M1 wires:
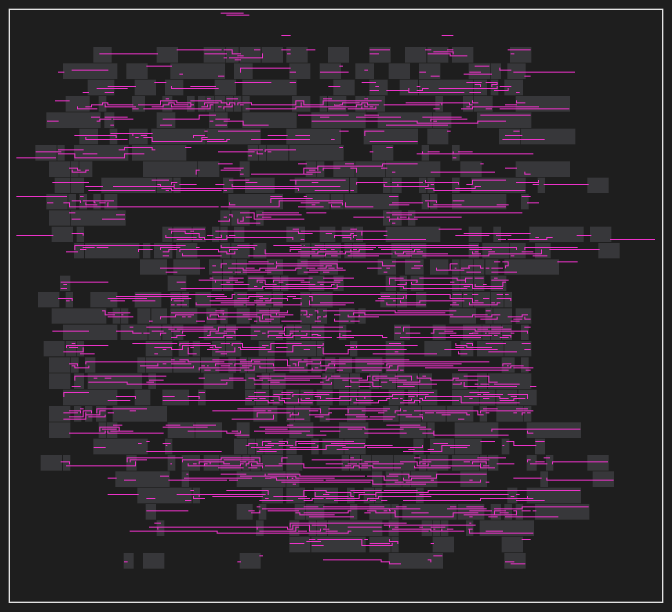
Metal 2:
Bar = 20 µm.
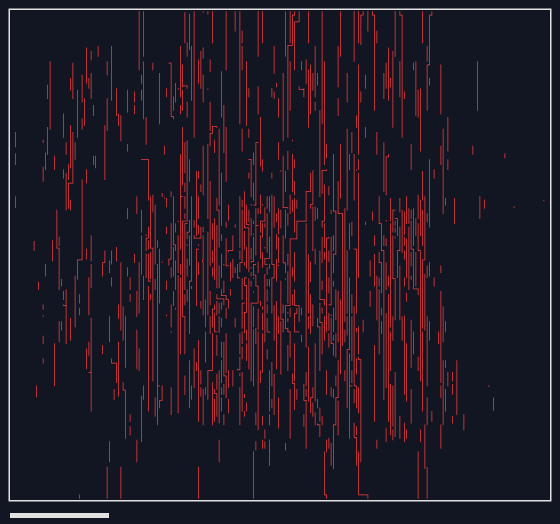
M3 wires:
Bar = 20 µm.
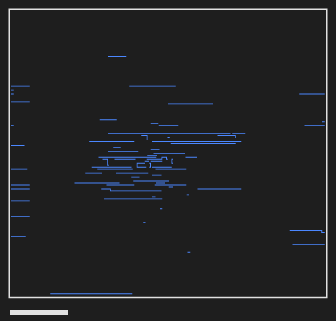
The clock network:
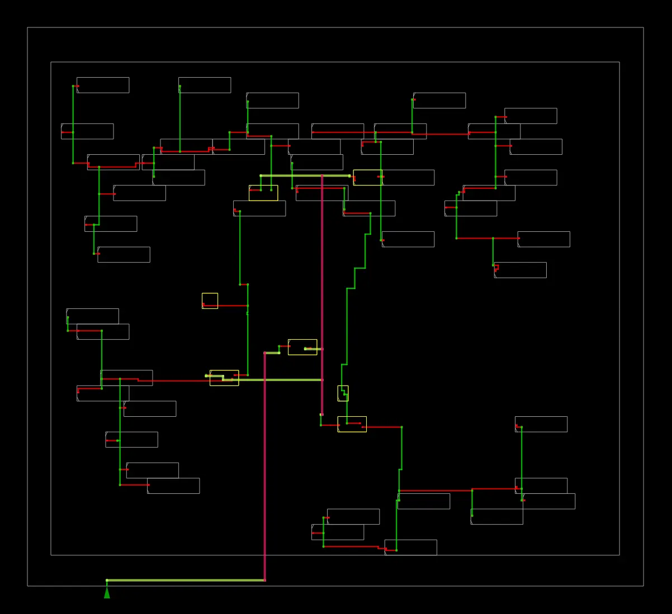
### src/rtl/alu_pipe.sv
// rtl/alu_pipe.sv - two-stage pipelined ALU with valid/ready handshakes, status flags and optional saturation
// S1 holds the raw operands, S2 holds the computed result; both stages advance together when the output slot frees.
module alu_pipe #(
    parameter int WIDTH    = 8,
    parameter bit SATURATE = 1'b0,
    parameter int CNT_W    = 16
) (
    input  logic             clk,
    input  logic             rst_n,
    input  logic             in_valid,
    output logic             in_ready,
    input  logic [WIDTH-1:0] a,
    input  logic [WIDTH-1:0] b,
    input  logic [2:0]       op,
    output logic             out_valid,
    input  logic             out_ready,
    output logic [WIDTH-1:0] result,
    output logic [3:0]       flags,
    output logic [CNT_W-1:0] txn_count
);
    localparam int SW = $clog2(WIDTH);
    localparam logic [WIDTH-1:0] SMAX = {1'b0, {(WIDTH-1){1'b1}}};
    localparam logic [WIDTH-1:0] SMIN = {1'b1, {(WIDTH-1){1'b0}}};

    logic [WIDTH-1:0] a_q, b_q;
    logic [2:0]       op_q;
    logic             s1_valid_q, s2_valid_q;
    logic [WIDTH-1:0] result_q, result_d;
    logic [3:0]       flags_q, flags_d;
    logic [CNT_W-1:0] cnt_q;
    logic             adv;

    logic [WIDTH:0]   sum, diff, shl, shr;
    logic [SW-1:0]    amt;
    logic             c, v;

    assign adv       = !s2_valid_q || out_ready;
    assign in_ready  = adv;
    assign out_valid = s2_valid_q;
    assign result    = result_q;
    assign flags     = flags_q;
    assign txn_count = cnt_q;

    // The extra top/bottom bit of each wide vector captures carry, borrow or the last bit shifted out.
    always_comb begin
        amt      = b_q[SW-1:0];
        sum      = {1'b0, a_q} + {1'b0, b_q};
        diff     = {1'b0, a_q} - {1'b0, b_q};
        shl      = {1'b0, a_q} << amt;
        shr      = {a_q, 1'b0} >> amt;
        result_d = '0;
        c        = 1'b0;
        v        = 1'b0;
        case (op_q)
            3'b000: begin
                result_d = sum[WIDTH-1:0];
                c        = sum[WIDTH];
                v        = (a_q[WIDTH-1] == b_q[WIDTH-1]) && (result_d[WIDTH-1] != a_q[WIDTH-1]);
            end
            3'b001: begin
                result_d = diff[WIDTH-1:0];
                c        = diff[WIDTH];
                v        = (a_q[WIDTH-1] != b_q[WIDTH-1]) && (result_d[WIDTH-1] != a_q[WIDTH-1]);
            end
            3'b010: result_d = a_q & b_q;
            3'b011: result_d = a_q | b_q;
            3'b100: result_d = a_q ^ b_q;
            3'b101: begin
                result_d = shl[WIDTH-1:0];
                c        = shl[WIDTH];
            end
            3'b110: begin
                result_d = shr[WIDTH:1];
                c        = shr[0];
            end
            default: result_d = {{(WIDTH-1){1'b0}}, ($signed(a_q) < $signed(b_q))};
        endcase
        // Overflow is only ever raised by ADD/SUB, so the clamp cannot touch other ops.
        if (SATURATE && v) begin
            result_d = a_q[WIDTH-1] ? SMIN : SMAX;
        end
        flags_d = {v, result_d[WIDTH-1], (result_d == '0), c};
    end

    always_ff @(posedge clk or negedge rst_n) begin
        if (!rst_n) begin
            a_q        <= '0;
            b_q        <= '0;
            op_q       <= '0;
            s1_valid_q <= 1'b0;
            s2_valid_q <= 1'b0;
            result_q   <= '0;
            flags_q    <= '0;
            cnt_q      <= '0;
        end else begin
            if (adv) begin
                result_q   <= result_d;
                flags_q    <= flags_d;
                s2_valid_q <= s1_valid_q;
                a_q        <= a;
                b_q        <= b;
                op_q       <= op;
                s1_valid_q <= in_valid;
            end
            if (s2_valid_q && out_ready) begin
                cnt_q <= cnt_q + {{(CNT_W-1){1'b0}}, 1'b1};
            end
        end
    end
endmodule
### config.mk
export PLATFORM = sky130hd
export DESIGN_NAME = alu_pipe
export DESIGN_NICKNAME = d
export VERILOG_FILES = /design/src/rtl/alu_pipe.sv
export SDC_FILE = /design/constraint.sdc
export NUM_CORES = 1
export LEC_CHECK = 0
export ABC_AREA = 0
export ABC_CLOCK_PERIOD_IN_PS = 7800
export CORE_ASPECT_RATIO = 0.9
export CORE_MARGIN = 4
export CORE_UTILIZATION = 40
export CTS_BUF_LIST = sky130_fd_sc_hd__clkbuf_4 sky130_fd_sc_hd__clkbuf_8
export CTS_CLUSTER_SIZE = 24
export DETAILED_ROUTE_END_ITERATION = 12
export HOLD_SLACK_MARGIN = 0.02
export PLACE_DENSITY = 0.63
export SLEW_MARGIN = 0
export SYNTH_ARGS = -nofsm -noshare
export SYNTH_HDL_FRONTEND = slang
export SYNTH_SLANG_ARGS = --single-unit
export TNS_END_PERCENT = 50
### constraint.sdc
create_clock -name clk -period 7.8 [get_ports clk]
set_input_delay 1.56 -clock clk [delete_from_list [all_inputs] [get_ports clk]]
set_output_delay 1.56 -clock clk [all_outputs]
set_load 0.02 [all_outputs]
==> Slide: Implementation Results <==
Key Metrics from the Run

Yosys
  – Top cells by area: dfrtp_1 33%, ha_1 8.9%, nand2_1 4.5%
  – Yosys top cell by area: dfrtp_1
  – Main flop type: dfrtp_1
  – Seq share, synth: 32.9%
  – Post-Synth Adder-Cell Area: 10.0%
  – Ys cells: 432

Final layout
  – Number of logic gates: 331
  – Register area: 1200 µm²
  – ClkCell Share: 1.90%

Floorplanning
  – Tap Count: 119
  – Die H: 98.6 µm

Power and ir drop
  – Psw: 422 µW

Critical path
  – Worst setup path endpoint: in_ready
  – Most used cell, CP: clkdlybuf4s50_1
  – Start of the worst register-to-register path: b_q[0]

Final timing
  – Unrepaired setup endpoints after global routing: no
  – Slew @ Worst Pin: 1080 ps

Hold path
  – Hold Crit Endpoint: out_valid

Global route
  – Vias in the first global route: 3071

Routing
  – Post-route ant nets: 0

Outcome
  – Status: complete, no violations

Clocking
  – Hold_buf cts: 0
  – CTS tree: done
Back to the opening pictures, 'M1 wires':
- nets with wire on the layer: 453
- share of all routed wire: 47%

Back to the opening pictures, 'metal 2':
- longest straight run: 32.3 µm
- main direction: vertical
- share of all routed wire: 45%
- wire length on this layer: 4360 µm
- nets with wire on the layer: 413

Back to the opening pictures, 'M3 wires':
- share of all routed wire: 5.8%
- longest straight run: 41.9 µm
- nets with wire on the layer: 52
- wire length on this layer: 555 µm
- main direction: horizontal

Back to the opening pictures, 'the clock network':
Power Clock: 148 µW
CLK BUF: 5
cts bufs inserted: 5
CTS sink count: 48

[per-stage QoR]
step	cells	utilization (%)	hold WS, ps	setup WS, ps
2_1_floorplan	432	-	430	4100
3_3_place_gp	578	48.2	443	2920
3_5_place_dp	578	48.2	447	2830
4_1_cts	585	49.2	468	2810
5_1_grt	585	49.2	487	2630
6_report	585	49.2	465	2830
[state kept, by name, summed over array words and instances (netlist names)]
name,cells
s1_valid_q,1
op_q,3
b_q,8
out_valid,1
a_q,8
txn_count,16
result,7
flags,4
[critical path: cells and delay by family]
family	cells	cell delay [ps]
simple gates	1	640
buf+inv	3	1220
Power is estimated from default activity; no workload was simulated.
